**Run 1: placement view**

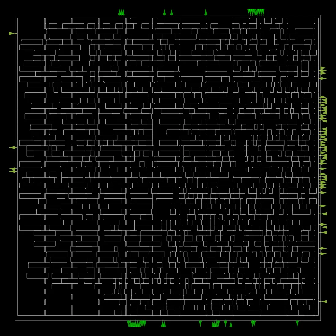
**Run 1: where the registers sit**

Scale bar: 50 um.
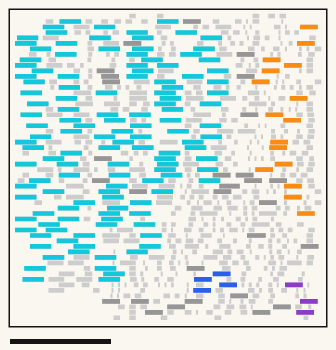
**Run 1: local utilization**

16 x 16 tiles, from white (low) to dark blue (high), 0 to 100% covered.
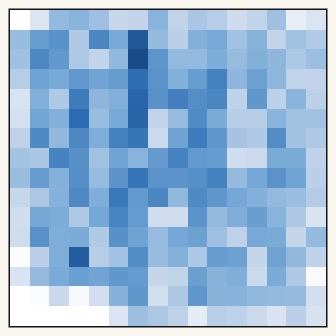
**Run 1: cells coloured by class**

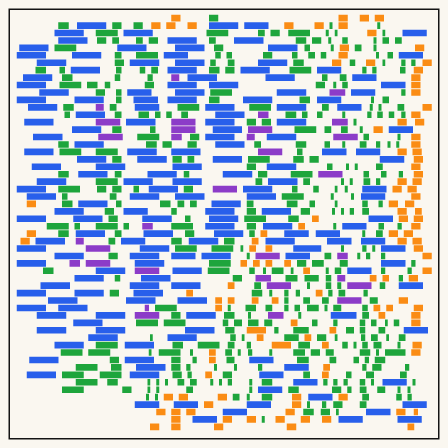
--- src/rtl/alu_stack_sequencer.sv ---
// Operand/command sequencer for the ALU: owns a hardware operand stack, accepts stack commands,
// drives the ALU load strobes/bus/opcode and writes the ALU result back onto the stack.
module alu_stack_sequencer #(
    parameter int DEPTH   = 8,
    parameter int AW      = 3,
    parameter int ALU_LAT = 1
) (
    input  logic          clk_i,
    input  logic          rst_ni,
    input  logic          cmd_valid_i,
    output logic          cmd_ready_o,
    input  logic [1:0]    cmd_kind_i,
    input  logic [3:0]    cmd_op_i,
    input  logic [15:0]   cmd_data_i,
    output logic          alu_a_ld_o,
    output logic          alu_b_ld_o,
    output logic          alu_c_ld_o,
    output logic [15:0]   alu_bus_o,
    input  logic [15:0]   alu_result_i,
    output logic [15:0]   top_data_o,
    output logic [AW:0]   depth_o,
    output logic          busy_o,
    output logic          err_underflow_o,
    output logic          err_overflow_o,
    output logic          err_illegal_o
);

    localparam int CW = (ALU_LAT > 1) ? $clog2(ALU_LAT) : 1;

    localparam logic [1:0] K_PUSH  = 2'b00;
    localparam logic [1:0] K_POP   = 2'b01;
    localparam logic [1:0] K_ALU   = 2'b10;
    localparam logic [1:0] K_CLEAR = 2'b11;

    typedef enum logic [2:0] {
        S_IDLE = 3'd0,
        S_LDB  = 3'd1,
        S_LDA  = 3'd2,
        S_LDC  = 3'd3,
        S_WAIT = 3'd4,
        S_WB   = 3'd5
    } state_e;

    function automatic logic op_is_unary(input logic [3:0] op);
        return (op == 4'b0000) || (op == 4'b1001) || (op == 4'b1011);
    endfunction

    function automatic logic op_is_illegal(input logic [3:0] op);
        return (op[3:2] == 2'b11);
    endfunction

    state_e         state_q;
    logic           cmd_ready_q;
    logic           a_ld_q;
    logic           b_ld_q;
    logic           c_ld_q;
    logic [15:0]    bus_q;
    logic [15:0]    top_q;
    logic [AW:0]    depth_q;
    logic           busy_q;
    logic           err_un_q;
    logic           err_ov_q;
    logic           err_ill_q;
    logic [3:0]     op_q;
    logic           unary_q;
    logic [CW-1:0]  wait_cnt_q;

    // Stack storage is deliberately not reset; depth alone defines which entries are live.
    logic [15:0]    stack_q [DEPTH];

    logic           accept_s;
    logic           full_s;
    logic           empty_s;
    logic [AW-1:0]  top_idx_s;
    logic [AW-1:0]  sec_idx_s;
    logic           new_unary_s;
    logic           enough_s;
    logic           wr_en_s;
    logic [AW-1:0]  wr_idx_s;
    logic [15:0]    wr_data_s;

    assign accept_s    = cmd_valid_i & cmd_ready_q;
    assign full_s      = (depth_q == (AW+1)'(DEPTH));
    assign empty_s     = (depth_q == {(AW+1){1'b0}});
    assign top_idx_s   = depth_q[AW-1:0] - AW'(1);
    assign sec_idx_s   = depth_q[AW-1:0] - AW'(2);
    assign new_unary_s = op_is_unary(cmd_op_i);
    assign enough_s    = new_unary_s ? (depth_q >= (AW+1)'(1)) : (depth_q >= (AW+1)'(2));

    // Stack write port: a PUSH on accept, or the ALU result during write-back.
    always_comb begin
        wr_en_s   = 1'b0;
        wr_idx_s  = depth_q[AW-1:0];
        wr_data_s = cmd_data_i;
        if (state_q == S_IDLE && accept_s && cmd_kind_i == K_PUSH && !full_s) begin
            wr_en_s = 1'b1;
        end else if (state_q == S_WB) begin
            wr_en_s   = 1'b1;
            wr_idx_s  = unary_q ? top_idx_s : sec_idx_s;
            wr_data_s = alu_result_i;
        end else begin
            wr_en_s = 1'b0;
        end
    end

    // Stack RAM write.
    always_ff @(posedge clk_i) begin
        if (wr_en_s) begin
            stack_q[wr_idx_s] <= wr_data_s;
        end
    end

    // Sequencer FSM with registered strobes, bus, status and sticky error flags.
    always_ff @(posedge clk_i or negedge rst_ni) begin
        if (!rst_ni) begin
            state_q     <= S_IDLE;
            cmd_ready_q <= 1'b1;
            a_ld_q      <= 1'b0;
            b_ld_q      <= 1'b0;
            c_ld_q      <= 1'b0;
            bus_q       <= 16'h0000;
            top_q       <= 16'h0000;
            depth_q     <= {(AW+1){1'b0}};
            busy_q      <= 1'b0;
            err_un_q    <= 1'b0;
            err_ov_q    <= 1'b0;
            err_ill_q   <= 1'b0;
            op_q        <= 4'h0;
            unary_q     <= 1'b0;
            wait_cnt_q  <= {CW{1'b0}};
        end else begin
            a_ld_q <= 1'b0;
            b_ld_q <= 1'b0;
            c_ld_q <= 1'b0;
            bus_q  <= 16'h0000;
            case (state_q)
                S_IDLE: begin
                    if (accept_s) begin
                        case (cmd_kind_i)
                            K_PUSH: begin
                                if (full_s) begin
                                    err_ov_q <= 1'b1;
                                end else begin
                                    depth_q <= depth_q + (AW+1)'(1);
                                    top_q   <= cmd_data_i;
                                end
                            end
                            K_POP: begin
                                if (empty_s) begin
                                    err_un_q <= 1'b1;
                                end else begin
                                    depth_q <= depth_q - (AW+1)'(1);
                                    top_q   <= (depth_q >= (AW+1)'(2)) ? stack_q[sec_idx_s] : 16'h0000;
                                end
                            end
                            K_ALU: begin
                                if (op_is_illegal(cmd_op_i)) begin
                                    err_ill_q <= 1'b1;
                                end else if (!enough_s) begin
                                    err_un_q <= 1'b1;
                                end else begin
                                    // The top entry is the first operand on the bus either way:
                                    // b for binary ops, a for unary ops.
                                    op_q        <= cmd_op_i;
                                    unary_q     <= new_unary_s;
                                    busy_q      <= 1'b1;
                                    cmd_ready_q <= 1'b0;
                                    bus_q       <= stack_q[top_idx_s];
                                    if (new_unary_s) begin
                                        state_q <= S_LDA;
                                        a_ld_q  <= 1'b1;
                                    end else begin
                                        state_q <= S_LDB;
                                        b_ld_q  <= 1'b1;
                                    end
                                end
                            end
                            K_CLEAR: begin
                                depth_q <= {(AW+1){1'b0}};
                                top_q   <= 16'h0000;
                            end
                            default: begin
                                state_q <= S_IDLE;
                            end
                        endcase
                    end
                end
                S_LDB: begin
                    state_q <= S_LDA;
                    a_ld_q  <= 1'b1;
                    bus_q   <= stack_q[sec_idx_s];
                end
                S_LDA: begin
                    state_q <= S_LDC;
                    c_ld_q  <= 1'b1;
                    bus_q   <= {12'h000, op_q};
                end
                S_LDC: begin
                    state_q    <= S_WAIT;
                    wait_cnt_q <= CW'(ALU_LAT - 1);
                end
                S_WAIT: begin
                    if (wait_cnt_q == {CW{1'b0}}) begin
                        state_q <= S_WB;
                    end else begin
                        wait_cnt_q <= wait_cnt_q - CW'(1);
                    end
                end
                S_WB: begin
                    // Binary ops consume two entries and produce one; unary ops overwrite the top.
                    state_q     <= S_IDLE;
                    cmd_ready_q <= 1'b1;
                    busy_q      <= 1'b0;
                    top_q       <= alu_result_i;
                    if (!unary_q) begin
                        depth_q <= depth_q - (AW+1)'(1);
                    end
                end
                default: begin
                    state_q     <= S_IDLE;
                    cmd_ready_q <= 1'b1;
                    busy_q      <= 1'b0;
                end
            endcase
        end
    end

    assign cmd_ready_o     = cmd_ready_q;
    assign alu_a_ld_o      = a_ld_q;
    assign alu_b_ld_o      = b_ld_q;
    assign alu_c_ld_o      = c_ld_q;
    assign alu_bus_o       = bus_q;
    assign top_data_o      = top_q;
    assign depth_o         = depth_q;
    assign busy_o          = busy_q;
    assign err_underflow_o = err_un_q;
    assign err_overflow_o  = err_ov_q;
    assign err_illegal_o   = err_ill_q;

endmodule
--- config.mk ---
export PLATFORM = sky130hd
export DESIGN_NAME = alu_stack_sequencer
export DESIGN_NICKNAME = d
export VERILOG_FILES = /design/src/rtl/alu_stack_sequencer.sv
export SDC_FILE = /design/constraint.sdc
export NUM_CORES = 1
export LEC_CHECK = 0
export ABC_CLOCK_PERIOD_IN_PS = 3350
export CAP_MARGIN = 10
export CELL_PAD_IN_SITES_DETAIL_PLACEMENT = 2
export CELL_PAD_IN_SITES_GLOBAL_PLACEMENT = 2
export CORE_UTILIZATION = 37
export DETAILED_ROUTE_END_ITERATION = 12
export MAX_ROUTING_LAYER = met4
export PLACE_DENSITY_LB_ADDON = 0.1
export SLEW_MARGIN = 10
export SYNTH_ARGS = -nofsm -noshare
export SYNTH_HDL_FRONTEND = slang
export SYNTH_SLANG_ARGS = --single-unit
--- constraint.sdc ---
create_clock -name clk_i -period 3.35 [get_ports clk_i]
set_input_delay 0.8375 -clock clk_i [delete_from_list [all_inputs] [get_ports clk_i]]
set_output_delay 0.8375 -clock clk_i [all_outputs]
set_load 0.02 [all_outputs]
==> tab_implementation.tex, run 1 <==
% Yosys + OpenROAD metrics
\begin{tabular}{lr}
\hline
Metric & Value \\
\hline
\multicolumn{2}{l}{\textbf{Floorplan}} \\
Vertical extent of the die & 157 um \\
Total die size & about 25,000 um2 \\
Core area & around 23,000 um2 \\
I/O pin count & roughly 85 \\
\multicolumn{2}{l}{\textbf{Drt}} \\
Initial DRC Count & 383 \\
Total routed wirelength & about 28,000 um \\
DRC viols & 0 \\
Remaining antenna violation count after routing & 0 \\
Number of search-and-repair iterations in the first detailed-routing pass & 5 \\
Met1 layer wirelength in the final routing & around 13,000 um \\
Via count & $\sim$6,000 \\
Via count normalized by instance count & roughly 5.7 \\
Max Used Layer & met4 \\
Wire length per cell & $\sim$26 um \\
\multicolumn{2}{l}{\textbf{Critical path}} \\
CP max stage delay & just under 700 ps \\
CP Launch Type & register \\
Start point of the critical path & depth\_o[0] \\
Register-to-register path setup slack & between 600 and 700 ps \\
Data arrival time of the critical path & 1900 ps \\
Capturing instance or port of the critical path & depth\_o[0] \\
Crit Path Max Fanout & 23 \\
Beginning of the worst register-to-register path & depth\_o[0] \\
Crit Path Category & reg2out \\
Cell with the largest stage delay on the worst path & clkdlybuf4s50\_1 \\
Capture point of the worst reg-to-reg path & top\_data\_o[12] \\
Category of the worst setup path capture point & output pin \\
\multicolumn{2}{l}{\textbf{Place}} \\
Port bufs & between 80 and 90 \\
Post-detailed-placement half-perimeter wirelength & 19,200 um \\
Placement-stage worst setup slack & 379 ps \\
Placed cells & 1,028 \\
\multicolumn{2}{l}{\textbf{Clocking}} \\
Clock transition at the registers of the reported paths & $\sim$80 ps \\
Cts-stage hold buffer count & 0 \\
CTS resizes & 0 \\
Deepest level of the CTS H-tree & 4 \\
Clock sink count & roughly 180 \\
Deepest clock path buffer count & 2 \\
\multicolumn{2}{l}{\textbf{Hold path}} \\
Hold crit path type & in2async \\
\multicolumn{2}{l}{\textbf{Pwr}} \\
Power Total & between 10 and 15 mW \\
Worst IR Drop VDD & approximately 0.52 mV \\
\multicolumn{2}{l}{\textbf{Run status}} \\
Outcome & completed \\
\multicolumn{2}{l}{\textbf{STA}} \\
Setup skew after layout & 13.1 ps \\
Minimum setup slack in the final design & 617 ps \\
Unrepaired setup endpoints after global routing & no \\
Number of endpoints failing setup at the final stage & 0 \\
Post-layout period usage & 0.816 \\
Minimum period implied by the final worst setup slack & approximately 2700 ps \\
Slew at the pin with the worst max-slew slack & roughly 850 ps \\
Timing-limited maximum frequency & around 0.37 GHz \\
Minimum hold slack & 462 ps \\
Final Slew Violations & 0 \\
\multicolumn{2}{l}{\textbf{Synth}} \\
Count of distinct cell types in the synthesized netlist & about 60 \\
Proportion of synthesized flip-flops having asynchronous set or reset & 0.289 \\
Synth Flop Type & edfxtp\_1 \\
Chip area in the Yosys report & slightly below 9000 um2 \\
\multicolumn{2}{l}{\textbf{Cells and area}} \\
Post-layout instance area & around 11,000 um2 \\
Top logic cells by instance count in the layout & edfxtp\_1, clkdlybuf4s50\_1, nand2\_1 \\
Final-stage net count & $\sim$800 \\
Fraction of layout instances using a drive strength above 1 & 0.213 \\
\multicolumn{2}{l}{\textbf{Global routing}} \\
Number of global-route vias before repair & around 6,700 \\
Largest net degree at the start of global routing & approximately 50 \\
Met2 layer usage reported by global route & 0.403 \\
Most Used Layer, Global Route & met2 \\
Met1 Use GR & 0.327 \\
\multicolumn{2}{l}{\textbf{Flow run}} \\
Stage-log warning count & 33 \\
Max-cap violations & 0 \\
\hline
\end{tabular}
Back to the opening pictures, 'placement view':
Post-Layout Cell Count: 1,060
number of sequential cells in the layout: 180

Back to the opening pictures, 'where the registers sit':
- top_data_o: orange (sequential cells 16)
- stack_q: cyan (sequential cells 128)
- op_q: blue (sequential cells 4)
- state_q: purple (sequential cells 3)
- not coloured: 29
sequential power: 3.02 mW
register fraction of the total cell area: 0.477
FF/Latch Area: 5150 um2

Back to the opening pictures, 'local utilization':
- mean over tiles: 42%
- tiles over 75% full: 2.7%
- nearly empty tiles: 3.1%

Back to the opening pictures, 'cells coloured by class':
- clock drivers and dummy loads: purple (cells 32)
- remaining buffers and delay cells: orange (cells 122)
- combinational and other logic: green (cells 407)
- sequential cells: blue (cells 180)

[run 1: cell families after synthesis]
| kind of cell | share of synthesized area |
|---|---|
| AOI/OAI and AO/OA | 0.0964 |
| xor gates and xnor gates | 0.00283 |
| adders and majority gates | 0.0113 |
| buffers and inverters | 0.0295 |
| DFF | 0.581 |
| muxes | 0.192 |
| and+or+nand+nor | 0.0868 |
[run 1: critical path: cells and delay by family (launching register included)]
family   cells  cell delay, ps
buf+inv      2            1030
flops        1             430
[run 1: cell type report]
type / instances / area, um2
fillers: 2284 / 12700
flip-flops and latches: 180 / 5150
clock inverters: 15 / 170
repair buffers: 122 / 1150
well taps: 319 / 399
multi-input cells: 400 / 3480
inverters: 7 / 26.3
clock buffers: 17 / 425
[run 1: Yosys cell counts (all sizes together), types with 5 or more instances]
cell / instances / area, um2
nand2: 68 / 255
a31oi: 14 / 87.6
nand3: 7 / 35.0
mux2i: 42 / 420
a21oi: 29 / 145
dfrtp: 51 / 1280
nand3b: 14 / 105
mux4: 40 / 901
a22oi: 28 / 210
edfxtp: 128 / 3840
buf: 32 / 186
inv: 7 / 26.3
nor2: 14 / 55.1
o22ai: 24 / 150
nand2b: 15 / 93.8
ha: 8 / 100
o211ai: 5 / 37.5
mux2: 33 / 375
clkbuf: 13 / 48.8
o21ai: 5 / 25.0
nor3: 7 / 45.0
[run 1: state kept, by name (all words and copies together) (netlist names)]
signal and cells:
cmd_ready_o 1, stack_q 128, busy_o 1, err_overflow_o 1, unary_q 1, alu_a_ld_o 1, alu_bus_o 16, alu_b_ld_o 1
err_underflow_o 1, op_q 4, alu_c_ld_o 1, state_q 3, err_illegal_o 1, depth_o 4, top_data_o 16
[run 1: where the power goes]
group	internal (mW)	total, mW	switching (mW)
clock	1.02	2.03	1.01
sequential	2.79	3.02	0.230
combinational	2.29	5.11	2.82
## Run 2: what changed since run 1
ABC_CLOCK_PERIOD_IN_PS = 2300   (was 3350)
clock period = 2.3 ns   (was 3.35 ns; I/O delays follow)
==> run 2 against run 1 <==
  * Global-route usage up 2.3 points
  * Combinational power up 71%
  * First-iteration DRC count down 3.7%
  * Synthesized cell count unchanged
  * Power up 62%
  * Critical path depth up 4
==> tab_implementation.tex, run 2 <==
% Yosys + OpenROAD metrics
\begin{tabular}{lr}
\hline
Metric & Value \\
\hline
\multicolumn{2}{l}{\textbf{Run status}} \\
Outcome & completed \\
\multicolumn{2}{l}{\textbf{Critical path}} \\
Kind of cell with the highest combined delay on the critical path & multiplexers \\
CP Launch Type & register \\
Count of buffering cells on the critical path with inverters included & 2 \\
Start point of the critical path & depth\_o[0] \\
Crit Path Category & reg2reg \\
Capture point of the worst reg-to-reg path & top\_data\_o[0] \\
Register-to-register path setup slack & $\sim$12 ps \\
Capturing instance or port of the critical path & top\_data\_o[0] \\
Stages on worst setup path & 6 \\
Category of the worst setup path capture point & register \\
\multicolumn{2}{l}{\textbf{STA}} \\
Setup skew after layout & around 17 ps \\
Slew at the pin with the worst max-slew slack & between 600 and 700 ps \\
Unrepaired setup endpoints after global routing & yes \\
Post-layout period usage & 0.995 \\
\multicolumn{2}{l}{\textbf{Floorplan}} \\
I/O pin count & $\sim$85 \\
Vertical extent of the die & approximately 160 um \\
\multicolumn{2}{l}{\textbf{Synth}} \\
Chip area in the Yosys report & between 8000 and 9000 um2 \\
Top-area cell share & 0.434 \\
Cell with the most instances after synthesis & edfxtp\_1 \\
Post-synth area hogs & edfxtp\_1, dfrtp\_1, mux4\_2 \\
Proportion of synthesized flip-flops having asynchronous set or reset & 0.289 \\
Most frequent cells after synthesis & edfxtp\_1, nand2\_1, dfrtp\_1, mux2i\_1, mux4\_2 \\
\multicolumn{2}{l}{\textbf{Flow run}} \\
Stage-log warning count & 35 \\
\multicolumn{2}{l}{\textbf{Cells and area}} \\
Flip-flop count of the largest register, all copies and words added & between 100 and 150 \\
Register with the most flip-flops & stack\_q \\
Fraction of layout instances using a drive strength above 1 & 0.298 \\
Top logic cells by instance count in the layout & edfxtp\_1, clkdlybuf4s50\_1, nand2\_1 \\
\multicolumn{2}{l}{\textbf{Place}} \\
Port bufs & 84 \\
Placement-stage worst setup slack & -267 ps \\
\multicolumn{2}{l}{\textbf{Drt}} \\
Number of search-and-repair iterations in the first detailed-routing pass & 5 \\
DRC viols & 0 \\
Wire length per cell & approximately 28 um \\
Remaining antenna violation count after routing & 0 \\
\multicolumn{2}{l}{\textbf{Global routing}} \\
Number of global-route vias before repair & 7,069 \\
Largest net degree at the start of global routing & 56 \\
\multicolumn{2}{l}{\textbf{Clocking}} \\
Deepest level of the CTS H-tree & 4 \\
Clock transition at the registers of the reported paths & around 80 ps \\
\multicolumn{2}{l}{\textbf{Pwr}} \\
Worst IR Drop VDD & between 0.5 and 0.6 mV \\
\multicolumn{2}{l}{\textbf{Hold path}} \\
Hold crit path type & in2async \\
\hline
\end{tabular}
[run 2: cell counts after synthesis]
No cell type changed its count.
[run 2: stage by stage]
stage               total power [mW]  area, um2  std cells  hold slack (ps)
detailed placement              12.9      11000       1073              465
global placement                12.6      11000       1073              458
finish                          16.5      11700       1112             90.4
floorplan                       9.72       9080        632              279
global route                    17.2      11700       1112              107
CTS                             16.4      11700       1111             86.4
[run 2: report_power, final]
| part | total [mW] | internal, mW | switching [mW] |
|---|---|---|---|
| clock | 3.29 | 1.89 | 1.40 |
| combinational | 8.74 | 4.13 | 4.61 |
| sequential | 4.43 | 4.07 | 0.355 |
| total | 16.5 | 10.1 | 6.37 |
[run 2: cell families after synthesis]
family	Yosys count	synth area share
XOR/XNOR	2	0.00283
buffers and inverters	52	0.0295
adder cells (fa/ha/maj)	8	0.0113
AND/OR/NAND/NOR	149	0.0868
AND-OR/OR-AND	126	0.0964
multiplexers	115	0.192
flip-flops	180	0.581
[run 2: cell type report]
class | count | area [um2] | area share
clock buffer | 18 | 439 | 0.0374
timing repair buffer | 174 | 1860 | 0.158
sequential | 180 | 5150 | 0.439
inverter | 7 | 36.3 | 0.00309
tap | 319 | 399 | 0.0340
multi-input combinational | 400 | 3650 | 0.310
clock inverter | 14 | 215 | 0.0183
[run 2: what timing repair did]
item / CTS / global route
pin swaps: 4 / 4
buffers inserted: 6 / 1
setup endpoints to repair: 116 / 134
hold buffers: 0 / 0
resized: 8 / 15
[run 2: per-layer routing]
metal,GRT usage,wire length (um)
met5,-,0
met4,0.0756,443
met3,0.0302,893
met2,0.453,15800
met1,0.350,13700
**Run 2: the metal 3 layer**

Scale bar: 50 um.
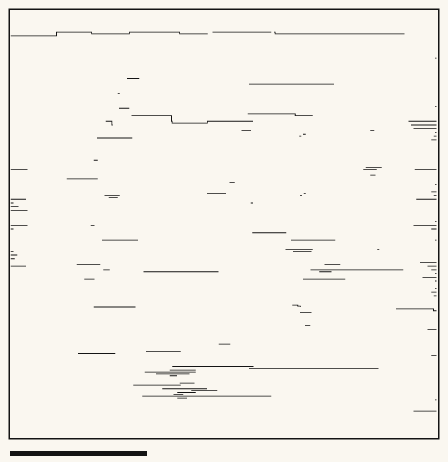
- share of all routed wire: 2.9%
- longest straight run: 47.2 um
total routed wirelength: 30,800 um
via count: 6,413
met3 Usage GRT: 0.0302

**Run 2: placement view**

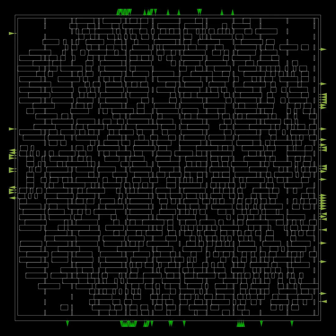
num tapcells: 319
core area: 23,500 um2
Post-Layout Cell Count: 1,112
register fraction of the total cell area: 0.439
number of filler instances in the final layout: 2,210

## Run 3: what changed since run 2
CAP_MARGIN = 20   (was 10)
==> run 3 against run 2 <==
  * Sequential cell count did not move
  * Synthesized cell count did not move
  * Critical path depth did not move
==> tab_implementation.tex, run 3 <==
% Yosys + OpenROAD metrics
\begin{tabular}{lr}
\hline
Metric & Value \\
\hline
\multicolumn{2}{l}{\textbf{Run status}} \\
Outcome & completed \\
\multicolumn{2}{l}{\textbf{STA}} \\
Timing-limited maximum frequency & between 0.4 and 0.5 GHz \\
Minimum setup slack in the final design & about 12 ps \\
Final Slew Violations & 0 \\
Minimum period implied by the final worst setup slack & around 2300 ps \\
Unrepaired setup endpoints after global routing & yes \\
Post-layout period usage & 0.995 \\
Setup tns final & 0 ps \\
Number of endpoints failing setup at the final stage & 0 \\
Setup skew after layout & 16.5 ps \\
Slew at the pin with the worst max-slew slack & roughly 610 ps \\
Minimum hold slack & approximately 90 ps \\
\multicolumn{2}{l}{\textbf{Drt}} \\
Remaining antenna violation count after routing & 0 \\
Via count normalized by instance count & 5.77 \\
Total routed wirelength & between 30,000 and 40,000 um \\
DRC viols & 0 \\
Via count & roughly 6,400 \\
Wire length per cell & around 28 um \\
Number of search-and-repair iterations in the first detailed-routing pass & 5 \\
Initial DRC Count & about 370 \\
\multicolumn{2}{l}{\textbf{Synth}} \\
Proportion of synthesized flip-flops having asynchronous set or reset & 0.289 \\
Cell with the most instances after synthesis & edfxtp\_1 \\
Most frequent cells after synthesis & edfxtp\_1, nand2\_1, dfrtp\_1, mux2i\_1, mux4\_2 \\
Number of warning messages in the yosys log & 0 \\
Post-synthesis cell type with the largest combined area & edfxtp\_1 \\
Top-area cell share & 0.434 \\
Post-synth area hogs & edfxtp\_1, dfrtp\_1, mux4\_2 \\
Synth Flop Type & edfxtp\_1 \\
Chip area in the Yosys report & a little under 9000 um2 \\
Count of distinct cell types in the synthesized netlist & $\sim$60 \\
\multicolumn{2}{l}{\textbf{Critical path}} \\
Category of the worst setup path capture point & register \\
Crit Path Max Fanout & 10 \\
Register-to-register path setup slack & 10 ps \\
Beginning of the worst register-to-register path & depth\_o[0] \\
CP Launch Type & register \\
Start point of the critical path & depth\_o[0] \\
Crit Path Category & reg2reg \\
\multicolumn{2}{l}{\textbf{Clocking}} \\
Clock sink count & 180 \\
Deepest clock path buffer count & 2 \\
Clock transition at the registers of the reported paths & $\sim$80 ps \\
Cts-stage hold buffer count & 0 \\
Deepest level of the CTS H-tree & 4 \\
\multicolumn{2}{l}{\textbf{Place}} \\
Port bufs & 84 \\
Placement-stage worst setup slack & -267 ps \\
Post-detailed-placement half-perimeter wirelength & $\sim$22,000 um \\
Total placed instance area & 11,000 um2 \\
\multicolumn{2}{l}{\textbf{Pwr}} \\
Group with the largest share of power & combinational cells \\
Cell-internal power & roughly 10 mW \\
Sequential power & approximately 4.4 mW \\
Switching power of the nets & 6.37 mW \\
Comb pwr & slightly below 9 mW \\
Power Total & approximately 16 mW \\
Worst IR Drop VDD & 0.567 mV \\
P\_clk & approximately 3.3 mW \\
Part of the power in registers & 0.269 \\
Net switching share of the total power & 0.387 \\
Relative contribution of combinational cells to total power & 0.531 \\
Proportion of power drawn by the clock network & 0.200 \\
\multicolumn{2}{l}{\textbf{Global routing}} \\
Number of global-route vias before repair & 7,069 \\
Largest net degree at the start of global routing & about 56 \\
\multicolumn{2}{l}{\textbf{Flow run}} \\
Stage-log warning count & 35 \\
Max-cap violations & 0 \\
\multicolumn{2}{l}{\textbf{Cells and area}} \\
Post-layout instance area & 11,700 um2 \\
Final-stage net count & a little over 800 \\
Flip-flop count of the largest register, all copies and words added & between 100 and 150 \\
Register with the most flip-flops & stack\_q \\
Fraction of layout instances using a drive strength above 1 & 0.298 \\
\multicolumn{2}{l}{\textbf{Floorplan}} \\
Vertical extent of the die & approximately 160 um \\
Floorplan core density & 0.377 \\
Core area & 23,500 um2 \\
I/O pin count & roughly 85 \\
Total die size & around 25,000 um2 \\
\multicolumn{2}{l}{\textbf{Hold path}} \\
Hold crit path type & in2async \\
\hline
\end{tabular}
run 3: per-layer routing:
layer	GRT usage	up-vias	routed length, um
met5	-	-	0
met4	0.0756	0	443
met3	0.0302	33	893
met2	0.453	142	15800
met1	0.350	3452	13700
li1	-	2786	-
run 3: kinds of logic (layout without fill, tap and decap cells):
logic type | Yosys count | after routing | share of synthesized area
XOR/XNOR | 2 | 2 | 0.00283
multiplexers | 115 | 115 | 0.192
adder cells (fa/ha/maj) | 8 | 8 | 0.0113
flip-flops | 180 | 180 | 0.581
AND/OR/NAND/NOR | 149 | 149 | 0.0868
buffers and inverters | 52 | 213 | 0.0295
AND-OR/OR-AND | 126 | 126 | 0.0964
run 3: critical path, cell delays in order, from the launching register on:
cell	delay [ps]
dfrtp_4	510
buf_12	160
mux4_2	500
mux2_4	290
a222oi_1	420
buf_4	230
a21oi_2	60
run 3: per-stage QoR:
step | instances | utilization
2_1_floorplan | 632 | -
3_3_place_gp | 1073 | 0.467
3_5_place_dp | 1073 | 0.467
4_1_cts | 1111 | 0.497
5_1_grt | 1112 | 0.500
6_report | 1112 | 0.500
run 3: how the worst max path moves through the flow:
stage                                to  slack, ps  cells after the start
after floorplan           stack_q[7][0]       -220                     12
after global placement          op_q[1]       -170                      5
after detailed placement  alu_bus_o[14]       -270                      6
after CTS                 top_data_o[0]        -30                      6
after global routing      top_data_o[2]        -30                      7
final                     top_data_o[0]         10                      6
run 3: timing repair:
item / in CTS / in global routing
resized: 8 / 15
setup buffers: 6 / 1
endpoints found under the setup margin: 116 / 134
pin swaps: 4 / 4
run 3: cell type report:
class / count / area (um2)
sequential: 180 / 5150
tap: 319 / 399
clock buffer: 18 / 439
multi-input combinational: 400 / 3650
clock inverter: 14 / 215
timing repair buffer: 174 / 1860
inverter: 7 / 36.3
fill: 2210 / 11700
**Run 3: where the registers sit**

Scale bar: 50 um.
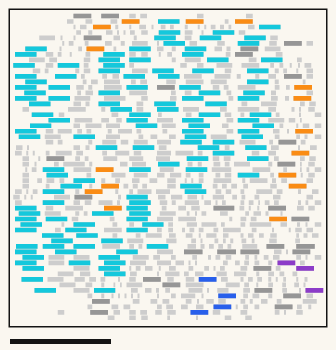
- top_data_o: orange (sequential cells 16)
- state_q: purple (sequential cells 3)
- stack_q: cyan (sequential cells 128; where spread over the die)
- op_q: blue (sequential cells 4)
- not coloured: 29

**Run 3: placement view**

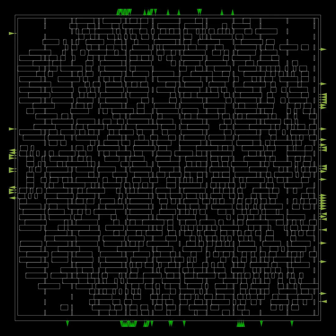
number of rows created at floorplan: 56
fraction of the core area covered by cells at the end of the flow: 0.500

Power is estimated from default activity; no workload was simulated.
